==> config.mk <==
export PLATFORM = sky130hd
export DESIGN_NAME = seven_segment_scan_controller_flat
export DESIGN_NICKNAME = d
export VERILOG_FILES = /design/src/rtl/seven_segment_scan_if.sv /design/src/rtl/seven_segment_scan_controller.sv /design/src/flat_wrapper.sv
export SDC_FILE = /design/constraint.sdc
export NUM_CORES = 1
export LEC_CHECK = 0
export CORE_ASPECT_RATIO = 1.5
export CORE_MARGIN = 4
export CORE_UTILIZATION = 51
export DETAILED_ROUTE_END_ITERATION = 12
export PLACE_DENSITY_LB_ADDON = 0.12
export SETUP_SLACK_MARGIN = 0.05
export SLEW_MARGIN = 5
export SYNTH_ARGS = -nofsm -noshare
export SYNTH_HDL_FRONTEND = slang
export SYNTH_SLANG_ARGS = --single-unit
==> constraint.sdc <==
create_clock -name clk -period 3.9 [get_ports clk]
set_input_delay 0.78 -clock clk [delete_from_list [all_inputs] [get_ports clk]]
set_output_delay 0.78 -clock clk [all_outputs]
set_load 0.005 [all_outputs]
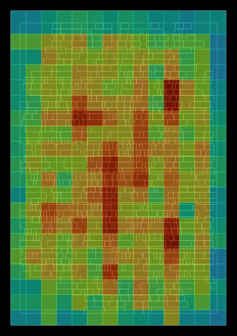
Fig. 1. Congestion heat map (run 1).
GRT met2 Usage: 0.348
WL/cell: 16.7 microns

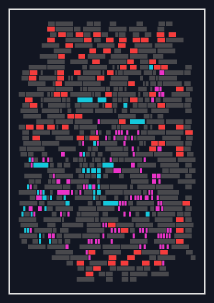
Fig. 2. Gate families picked out (run 1).
Drawn at 2 px/micron.
Red marks multiplexers, cells 82, most used mux2_2, where spread over the die. Magenta marks NAND gates, cells 109, most used nand2_1. Cyan marks NOR gates, cells 38, most used nor2_1.
Top cell excl fill/tap: dfrtp_1
logic share of the area: 0.312
post-route insts no fill: 771

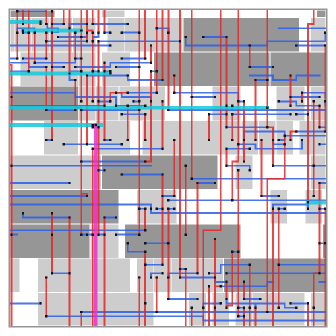
Fig. 3. Layout detail (run 1).
Window x 36 to 61, y 30 to 55 microns. Cells in gray, sequential cells in the stronger gray; small squares are vias.
Red marks met2. Cyan marks met3. Magenta marks met4. Blue marks met1.
Most frequent: nand2_1 (14), dfrtp_1 (7), nor2_1 (3). Sequential cells in the window: 8. 46 logic cells have their middle in the window.

==> GITHUB_STEP_SUMMARY, run 1 <==
## PnR job results

| Metric | Value |
|---|---|
| Via-to-Cell Ratio | ~5.4 |
| Slowest CP cell | dfrtp_1 |
| FP Rows | 48 |
| Worst EP arrival | around 4.0 ns |
| Synth warnings | 0 |
| Die Y | between 100 and 150 microns |
| Tot GR Track Use | 0.199 |
| Post-CTS sizing | 0 |
| Skew-Pair Late Insertion Delay | ~0.41 ns |
| N_diodes | 0 |
| CTS clk-pin slew, worst paths | ~0.060 ns |
| Routed Antenna Nets | 0 |
| Hold Crit Class | in2async |
| Combinational power | 0.000144 W |
| First-pass GRT wire length | approximately 22,000 microns |
| Gate count of the mapped netlist | between 500 and 600 |
| Slew Limit Fails | 0 |
| Final GP Congestion | around 0.9 |
| I/O pin count | a little under 70 |
| Final Setup Violations | 0 |
| Tool warning count | 31 |
| Clk_skew | slightly above 0.008 ns |
| Pwr top | the clock network |
| Crit path DRT | around 4.2 ns |
| Largest net degree at the start of global routing | between 60 and 70 |
| Top logic family | multiplexers |
| Most common cell on crit path | ha_1 |
| Final Cycle Share | 0.940 |
| Internal power | between 0.002 and 0.003 W |
| Simple share | 0.145 |
| Port buffer count | roughly 70 |
| Leak | 3.59 nW |
| Crit end category | flip-flop |
| Area fraction in compound gates | 0.0626 |
| R2r worst-path depth | 15 |
| Outcome | finished clean |
| Number of enable flip-flop cells | 0 |
| Post-Synthesis Cell Area | a little over 6000 sq um |
| DRC | 0 |
| Worst vdd ir | between 0.0002 and 0.0003 V |
| Flops after synth | 137 |
| Pre-Repair DR Iteration Count | 5 |
| Root Driver | clkbuf_16 |
| CTS H-tree depth | 4 |
| Ys async rst share | 1.00 |
| Share of cells above drive strength 1 | 0.237 |
| Synth Seq Share | 0.569 |
| Core area | ~12,000 sq um |
| DP HPWL | 9020 microns |
| Post-synthesis net count | 575 |
| Die ar. | approximately 14,000 sq um |
| Post-Synth XOR/XNOR Area | 0.0202 |
| Synth cell types | about 57 |
| Hold WS | 0.408 ns |
| Top FF cell, synth | dfrtp_1 |
| Hold Buf Count CTS | 0 |
| Max_slew headroom | 0.263 |
| Crit Path Max Fanout | 5 |
| Maximum clock rate | about 0.27 GHz |
| Yosys cell count | 515 |
| Min Tclk post-route | 3.67 ns |
| Yosys stat chip area | 6060 sq um |
| Antenna violations before repair | 0 |
| Logic pwr share | 0.043 |
| Via count | 4,197 |
| Detailed Route WL | 12,900 microns |
| Final Hold Fails | 0 |
| CP Cell Sequence | ha_1 -> ha_1 -> nor3b_1 -> o21ai_1 -> nor3_4 -> buf_4 -> mux2_2 -> o2bb2ai_1 -> nor4_1 -> buf_4 -> inv_1 -> ha_1 -> or3b_1 -> o221ai_1 -> nand2_1 |
| R2R Setup Slk | 0.23 ns |
| Top cells excl fill/tap | dfrtp_1 (120), nand2_1 (85), clkdlybuf4s50_1 (66) |
| Max-cap violations | 0 |
| Switching Fraction | 0.203 |
| Sw Pwr | about 0.00069 W |
| Syn_area_per_cell | around 12 sq um |
| Clock share of power | 0.513 |
| Post CTS Setup Buffer Count | 0 |
| Area growth from synthesis to layout | 26.7% |
| Setup TNS | 0 ns |
| CP peak stage delay | around 0.4 ns |
| Die Wd | about 97 microns |
| Area fraction in mux cells | 0.147 |
| RSZ-0062 raised after global routing | false |
| Startpoint types | flip-flop |
| Fin nets | between 600 and 700 |
| Vias in the first global route | around 4,400 |
| Clk. pwr | 0.00174 W |
| TritonCTS clock tree | built |
| P_seq | 0.00151 W |
| DR iter-0 viols | 190 |
| Global route overflow | 0 |
| Sink Count | ~140 |
| Pwr/cell area | between 400 and 500 nW/um^2 |
| CTS Buf Count | 17 |
| Max clock buf depth | 2 |
| WS Path Type | reg2reg |
| FP Core Util | 0.523 |
| Adder Share, Synth | 0.0186 |
| Part of the power in registers | 0.444 |
| Worst-Margin Slew | 1.11 ns |
run 1: cell usage after synthesis (all sizes together), types with 9 or more instances:
cell,number,area (sq um)
nor2,19,71.3
buf,13,82.6
inv,32,120
xor2,9,78.8
a21oi,14,81.3
ha,9,113
nor4,12,135
o22ai,16,100
dfrtp,120,3000
nand2,87,337
dfstp,17,447
mux2,53,597
mux2i,29,294
nand2b,9,56.3
run 1: through the flow:
| step | std cells | instance area, sq um | total power [W] | util | worst slack [ns] |
|---|---|---|---|---|---|
| after floorplan | 515 | 6060 | 0.00158 | - | 0.0571 |
| after CTS | 769 | 7650 | 0.00342 | 0.660 | 0.0907 |
| after global routing | 771 | 7680 | 0.00350 | 0.662 | 0.0797 |
| after detailed placement | 737 | 7010 | 0.00168 | 0.604 | 0.126 |
| after global placement | 737 | 7010 | 0.00167 | 0.604 | 0.234 |
| final | 771 | 7680 | 0.00339 | 0.662 | 0.233 |
run 1: critical path, delay by kind of cell, from the launching register on:
| family | cells | cell delay (ns) |
|---|---|---|
| AND/OR/NAND/NOR | 5 | 1.32 |
| adder cells (fa/ha/maj) | 3 | 0.71 |
| buffers and inverters | 3 | 0.44 |
| flip-flops | 1 | 0.40 |
| AND-OR/OR-AND | 3 | 0.38 |
| multiplexers | 1 | 0.34 |
run 1: routing by layer:
metal	track usage	wire length, microns
met3	0.0526	673
met2	0.348	6860
met5	0	0
met1	0.235	5200
met4	0.0725	155
run 1: final cells by class:
| cell class | instances | area, sq um |
|---|---|---|
| Inverter | 32 | 120 |
| Tap cell | 150 | 188 |
| Fill cell | 877 | 3920 |
| Clock buffer | 17 | 425 |
| Sequential cell | 137 | 3450 |
| Timing Repair Buffer | 93 | 873 |
| Clock inverter | 15 | 223 |
| Multi-Input combinational cell | 327 | 2400 |
--- run 2 (diff from run 1) ---
Settings changed: CAP_MARGIN set to 40, RECOVER_POWER set to 25.
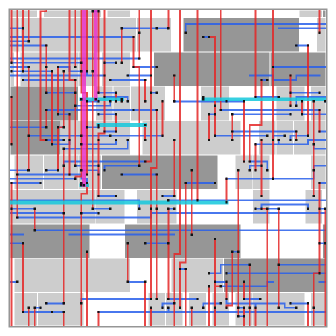
Fig. 4. Layout detail (run 2).
Window x 36 to 61, y 30 to 55 microns. Cells in gray, sequential cells in the stronger gray; small squares are vias.
Magenta marks met4. Cyan marks met3. Red marks met2. Blue marks met1.
Sequential cells in the window: 7. 44 logic cells have their middle in the window. Most frequent: nand2_1 (12), dfrtp_1 (7).

==> run 2 against run 1 <==
  * The flow now finishes with violations (capacitance limit, slew limit)
  * Maximum frequency shrank 0.61%
  * Sequential power is essentially flat
  * Wire length grew 1.3%
  * Combinational power is essentially flat
  * Die size is the same
  * Non-clock buffer count grew 3
  * Core utilization grew 0.25 points
  * Setup slack lost 0.022 ns
  * Synthesized area is the same
  * First-iteration DRC count shrank 5.3%
  * Clock power shrank 3%
  * Critical endpoint unchanged
  * Largest cell class unchanged
==> GITHUB_STEP_SUMMARY, run 2 <==
## PnR job results

| Metric | Value |
|---|---|
| Outcome | finished with violations |
| Violated checks | capacitance limit, slew limit |
| Cell area leaders | dfrtp_1 (50%), mux2_2 (9.8%), dfstp_2 (7.4%) |
| Final GP Congestion | roughly 0.90 |
| Placed inst area | around 7000 sq um |
| Core Util, Final | 0.665 |
| Max_slew headroom | -0.972 |
| Max clock buf depth | 2 |
| Tool warning count | 31 |
| FP Core Util | 0.523 |
| Sink Count | between 100 and 150 |
| Vias in the first global route | 4,498 |
| Maximum clock rate | around 0.27 GHz |
| Worst-Margin Slew | about 3.0 ns |
| Pre-Repair DR Iteration Count | 5 |
| Pwr/cell area | around 430 nW/um^2 |
| Synth cell types | 57 |
| WL/cell | ~17 microns |
| Worst Hold Depth | 2 |
| Routed Antenna Nets | 0 |
| Flops after synth | roughly 140 |
| Final Cycle Share | 0.946 |
| Worst EP arrival | ~4 ns |
| Worst vdd ir | 0.000281 V |
| Top cell type by instance count after synthesis | dfrtp_1 |
| Root Driver | clkbuf_16 |
| Top FF cell, synth | dfrtp_1 |
| Crit end category | flip-flop |
| R2r worst-path depth | 16 |
| Setup TNS | 0 ns |
| R2R Setup Slk | ~0.21 ns |
| Synth warnings | 0 |
| Slew Limit Fails | ~55 |
| Die ar. | roughly 14,000 sq um |
| Antenna violations before repair | 0 |
| CTS Buf Count | 17 |
| Final Setup Violations | 0 |
| Top cells excl fill/tap | dfrtp_1 (120), nand2_1 (85), clkdlybuf4s50_1 (66) |
| Crit path DRT | ~4.2 ns |
| Hold Crit Class | reg2reg |
| Number of enable flip-flop cells | 0 |
| Top cell excl fill/tap | dfrtp_1 |
| Share of cells above drive strength 1 | 0.237 |
| Largest net degree at the start of global routing | between 60 and 70 |
| Fin nets | roughly 670 |
| DRC | 0 |
| Post-route insts no fill | 774 |
| Global route overflow | 0 |
| DP HPWL | between 9000 and 10,000 microns |
| First-pass GRT wire length | about 22,000 microns |
| N_diodes | 0 |
| RSZ-0062 raised after global routing | false |
| Leak | 3.60 nW |
| Gate count of the mapped netlist | approximately 520 |
| Final worst setup slack | around 0.21 ns |
| Startpoint types | flip-flop |
| Tot GR Track Use | 0.200 |
| Ys async rst share | 1.00 |
| Skew-Pair Late Insertion Delay | roughly 0.42 ns |
| Detailed Route WL | 13,100 microns |
| Clk_skew | approximately 0.012 ns |
| Die Y | roughly 140 microns |
| Pre-CTS WS | 0.125 ns |
| Crit Path Max Fanout | 8 |
| CTS H-tree depth | 4 |
| Core area | 11,600 sq um |
| Synth Seq Share | 0.569 |
| Syn_area_per_cell | ~12 sq um |
| Hold WS | approximately 0.46 ns |
| I/O pin count | just under 70 |
| Pwr Total | around 0.0033 W |
| Min Tclk post-route | approximately 3.7 ns |
| Via count | about 4,200 |
| FP Rows | around 48 |
| Dpl cells | between 700 and 800 |
| Synth area leader | dfrtp_1 |
| Area growth from synthesis to layout | 27.2% |
| WS Path Type | reg2reg |
| Post-Synthesis Cell Area | about 6000 sq um |
| Commonest cells in the netlist | dfrtp_1 (120), nand2_1 (85), mux2_2 (53) |
| Post-route cell area | a little under 8000 sq um |
| Post-synthesis net count | 575 |
| TritonCTS clock tree | built |
| Die Wd | 97 microns |
| Yosys cell count | approximately 520 |
| Port buffer count | 68 |
| CTS clk-pin slew, worst paths | about 0.06 ns |
| Area leader share | 0.496 |
| Final Hold Fails | 0 |
| Hold Buf Count CTS | 0 |
| Max-cap violations | 1 |
| Via-to-Cell Ratio | roughly 5.4 |
| Yosys stat chip area | 6060 sq um |
| DR iter-0 viols | ~180 |
-- run 2: power by group --
part | switching [W] | internal (W) | total, W | leakage, nW
sequential | 0.0000329 | 0.00147 | 0.00151 | 1.73
clock | 0.000607 | 0.00107 | 0.00168 | 0.297
combinational | 0.0000541 | 0.0000922 | 0.000146 | 1.57
-- run 2: layout make-up --
cell class	count	area, sq um
clock buffers	18	429
clock inverters	14	196
fillers	879	3890
inverters	32	120
multi-input cells	327	2400
flip-flops and latches	137	3450
well taps	150	188
repair buffers	96	920
-- run 2: worst max-delay path: stages, from the launching register on --
cell and delay, ns:
dfrtp_1 0.38, ha_1 0.20, ha_1 0.20, or2_2 0.34, o21ai_1 0.28, nor3_4 0.07, buf_12 0.14, buf_4 0.17
nand2_1 0.09, a21oi_1 0.07, or4_4 0.55, nor4_4 0.17, inv_1 0.13, ha_1 0.26, or3b_1 0.39, o221ai_1 0.08
nand2_1 0.10
-- run 2: per-layer routing --
metal | vias to the layer above | global-route usage | part of all wire
met5 | - | 0 | 0
li1 | 1981 | - | -
met2 | 112 | 0.352 | 0.53
met3 | 24 | 0.0526 | 0.047
met4 | 0 | 0.0821 | 0.019
met1 | 2067 | 0.230 | 0.40
-- run 2: cell families after synthesis --
group	share of synthesized area
AOI/OAI and AO/OA	0.0626
xor gates and xnor gates	0.0202
adders and majority gates	0.0186
buffers and inverters	0.0372
DFF	0.569
muxes	0.147
and+or+nand+nor	0.145
-- run 2: what timing repair did --
| item | CTS | global route |
|---|---|---|
| pin swaps | 1 | 1 |
| setup buffers | 3 | 1 |
| endpoints found under the setup margin | 3 | 4 |
| resized | 0 | 3 |
Power and IR drop assume default switching activity.
